Sequential cells colored by netlist name:
Scale: 6 px per um.
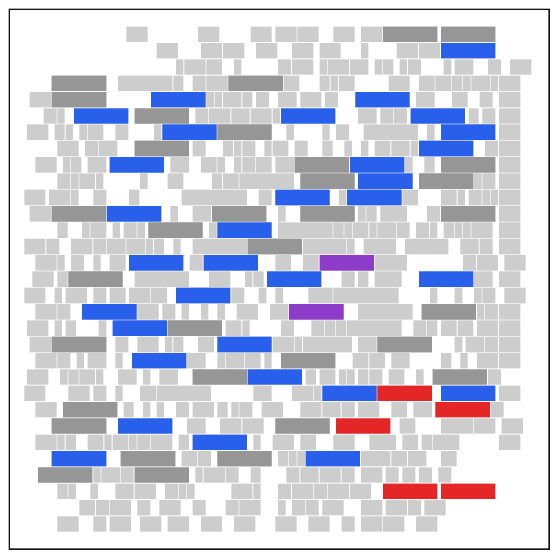
The metal 1 layer:
Scale: 3 px per um.
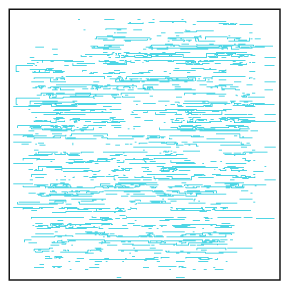
Gate families picked out:
Scale: 3 px per um.
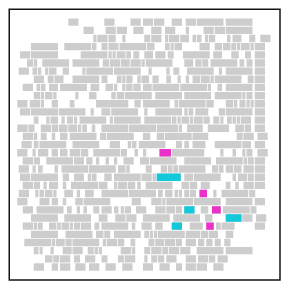
### src/rtl/mips_reg_dump.sv
// mips_reg_dump: after the core halts, walks the register file and streams {index, value}
// beats over valid/ready while building an XOR checksum of every value sent.
module mips_reg_dump #(
  parameter int NREGS  = 32,
  parameter int ADDR_W = 5,
  parameter int DATA_W = 32
) (
  input  logic              clk1,
  input  logic              rst_n,
  input  logic              halted,
  output logic [ADDR_W-1:0] rf_raddr,
  input  logic [DATA_W-1:0] rf_rdata,
  output logic              dump_valid,
  input  logic              dump_ready,
  output logic [ADDR_W-1:0] dump_index,
  output logic [DATA_W-1:0] dump_data,
  output logic              dump_last,
  output logic              busy,
  output logic              done,
  output logic [DATA_W-1:0] checksum
);
  typedef enum logic [1:0] {IDLE, FETCH, SEND, DONE} state_t;
  localparam logic [ADDR_W-1:0] LAST = ADDR_W'(NREGS - 1);
  state_t            state_q, state_d;
  logic [ADDR_W-1:0] idx_q, idx_d;
  logic [DATA_W-1:0] data_q, data_d, acc_q, acc_d;
  logic              halted_q, is_last;
  assign is_last = idx_q == LAST;
  always_comb begin
    state_d = state_q;
    idx_d   = idx_q;
    data_d  = data_q;
    acc_d   = acc_q;
    case (state_q)
      IDLE: begin
        idx_d   = '0;
        acc_d   = '0;
        state_d = halted && !halted_q ? FETCH : IDLE;
      end
      FETCH: begin
        data_d  = rf_rdata;
        state_d = SEND;
      end
      SEND: if (dump_ready) begin
        acc_d   = acc_q ^ data_q;
        state_d = is_last ? DONE : FETCH;
        idx_d   = is_last ? idx_q : idx_q + 1'b1;
      end
      DONE: state_d = halted ? DONE : IDLE;
      default: state_d = IDLE;
    endcase
  end
  always_ff @(posedge clk1 or negedge rst_n) begin
    if (!rst_n) begin
      state_q  <= IDLE;
      idx_q    <= '0;
      data_q   <= '0;
      acc_q    <= '0;
      halted_q <= 1'b0;
    end else begin
      state_q  <= state_d;
      idx_q    <= idx_d;
      data_q   <= data_d;
      acc_q    <= acc_d;
      halted_q <= halted;
    end
  end
  // Beat fields are forced to zero whenever no beat is being offered.
  assign rf_raddr   = idx_q;
  assign dump_valid = state_q == SEND;
  assign dump_index = dump_valid ? idx_q : '0;
  assign dump_data  = dump_valid ? data_q : '0;
  assign dump_last  = dump_valid && is_last;
  assign busy       = state_q == FETCH || state_q == SEND;
  assign done       = state_q == DONE;
  assign checksum   = done ? acc_q : '0;
endmodule

### config.mk
export PLATFORM = sky130hd
export DESIGN_NAME = mips_reg_dump
export DESIGN_NICKNAME = d
export VERILOG_FILES = /design/src/rtl/mips_reg_dump.sv
export SDC_FILE = /design/constraint.sdc
export NUM_CORES = 1
export LEC_CHECK = 0
export ABC_AREA = 0
export CAP_MARGIN = 20
export CORE_MARGIN = 2
export CORE_UTILIZATION = 51
export CTS_BUF_LIST = sky130_fd_sc_hd__clkbuf_16
export DETAILED_ROUTE_END_ITERATION = 6
export PLACE_DENSITY = 0.83
export SYNTH_ARGS = -nofsm -noshare
export SYNTH_HDL_FRONTEND = slang
export SYNTH_SLANG_ARGS = --single-unit
### constraint.sdc
create_clock -name clk1 -period 4 [get_ports clk1]
set_clock_uncertainty 0.05 [all_clocks]
set_input_delay 0.8 -clock clk1 [delete_from_list [all_inputs] [get_ports clk1]]
set_output_delay 0.8 -clock clk1 [all_outputs]
set_load 0.01 [all_outputs]
==> flow_summary.yaml <==
# synthesis and place-and-route metrics
run_status:
  outcome: "completed"
sta:
  setup_violations: 0
  report.final.slew_viol_count: 0
  finalClockPeriodUsage: 0.823
  finalCriticalPeriod_ps: 3290
floorplanning:
  taps: 99
  rows: 31
  dieHeight_um: 89.7
  chip_area_sq_um: 8050
route:
  drt_pass1_iterations: 4
  wl_per_cell_um: 15.5
  vias_per_cell: 5.31
global_route:
  grt_pass1_wl_um: 15700
  grt_max_degree: 73
  grt-ovfl-total: 0
  grt_most_used_layer: "met2"
  grt_pass1_vias: 3249
place:
  place_area_sq_um: 4900
  gp_congestion: 0.791
clocking:
  hold_buffers: 0
  clkTransAtPathRegs_ps: 60
  ctsResizeCount: 0
  clock_path_buffers: 2
  clk_latency_ps: 330
  cts_tree: "built"
  numCtsBuffers: 9
power:
  vdd_drop_max_v: 0.000327
  total_power_mw: 3.34
  leakage_nw: 2.37
critical_path:
  rrSetupSlack_ps: 1270
  crit_chain: "inv_1, ha_2, buf_12, and2_1, clkdlybuf4s50_1"
  cp-start-kind: "flip-flop"
  end_kind: "primary output"
  reg2reg_depth: 6
  cp.buffers_inverters: 3
final_layout:
  logic_gates: 266
  num_antenna_cells: 0
  buffer_area_frac: 0.228
  ff_count: 72
  drive_above_1_share: 0.0474
  seq_area_frac: 0.344
  syn_to_final_growth_pct: 39.7
  largestClassByArea: "flip-flops and latches"
yosys:
  yosysCellCount: 404
  synthTopCellsByArea: "dfrtp_1 (48%), and2_1 (12%), nand4b_1 (7.5%)"
  synth.avg_cell_area_sq_um: 9.28
  ys.flops: 72
  common_cells: "dfrtp_1 (72), and2_1 (70), nand2_1 (64)"
  top_cell_area_share: 0.481
  flop_cell: "dfrtp_1"
  ys_chip_area_sq_um: 3750
min_path:
  hp-class: "flip-flop to flip-flop"
  holdPathEnd: "acc_q[7]"
job:
  cap_violations: 0
About 'sequential cells colored by netlist name':
Key: purple = `state_q` [flops 2]; blue = `acc_q` [flops 32]; red = `rf_raddr` [flops 5, where bottom right]

About 'the metal 1 layer':
The layer carries 4070 um of wire. The layer holds 43% of the routed length.
drt total wl: 9400 um
total number of vias: 3211
global routing usage on met1: 0.304

About 'gate families picked out':
Key: cyan = mux cells [cells 4]; magenta = non-inverting ao/oa cells [cells 4]
most frequent logic cell in the layout: clkdlybuf4s50_1
fin cells: 605
multi-input combinational area share: 0.321

-- cells by family (layout without fill, tap and decap cells) --
logic type | count (synthesis) | count (layout) | synth area share
compound gates | 74 | 74 | 0.126
xor+xnor | 2 | 2 | 0.00467
fa+ha+maj | 6 | 6 | 0.0200
buf+inv | 66 | 168 | 0.0754
flops | 72 | 72 | 0.481
mux | 4 | 4 | 0.0130
simple gates | 180 | 180 | 0.281
-- power breakdown --
part           switching (mW)  internal [mW]
clock network           0.289          0.540
logic                   0.751          0.545
registers               0.210           1.01
total                    1.25           2.09
-- metal layers --
| layer | vias to the layer above | routed length [um] |
|---|---|---|
| met5 | - | 0 |
| met4 | 0 | 157 |
| met3 | 13 | 403 |
| met2 | 94 | 4770 |
| met1 | 1551 | 4070 |
| li1 | 1553 | - |
No activity file was given, so power comes from the tool's default toggle rates.
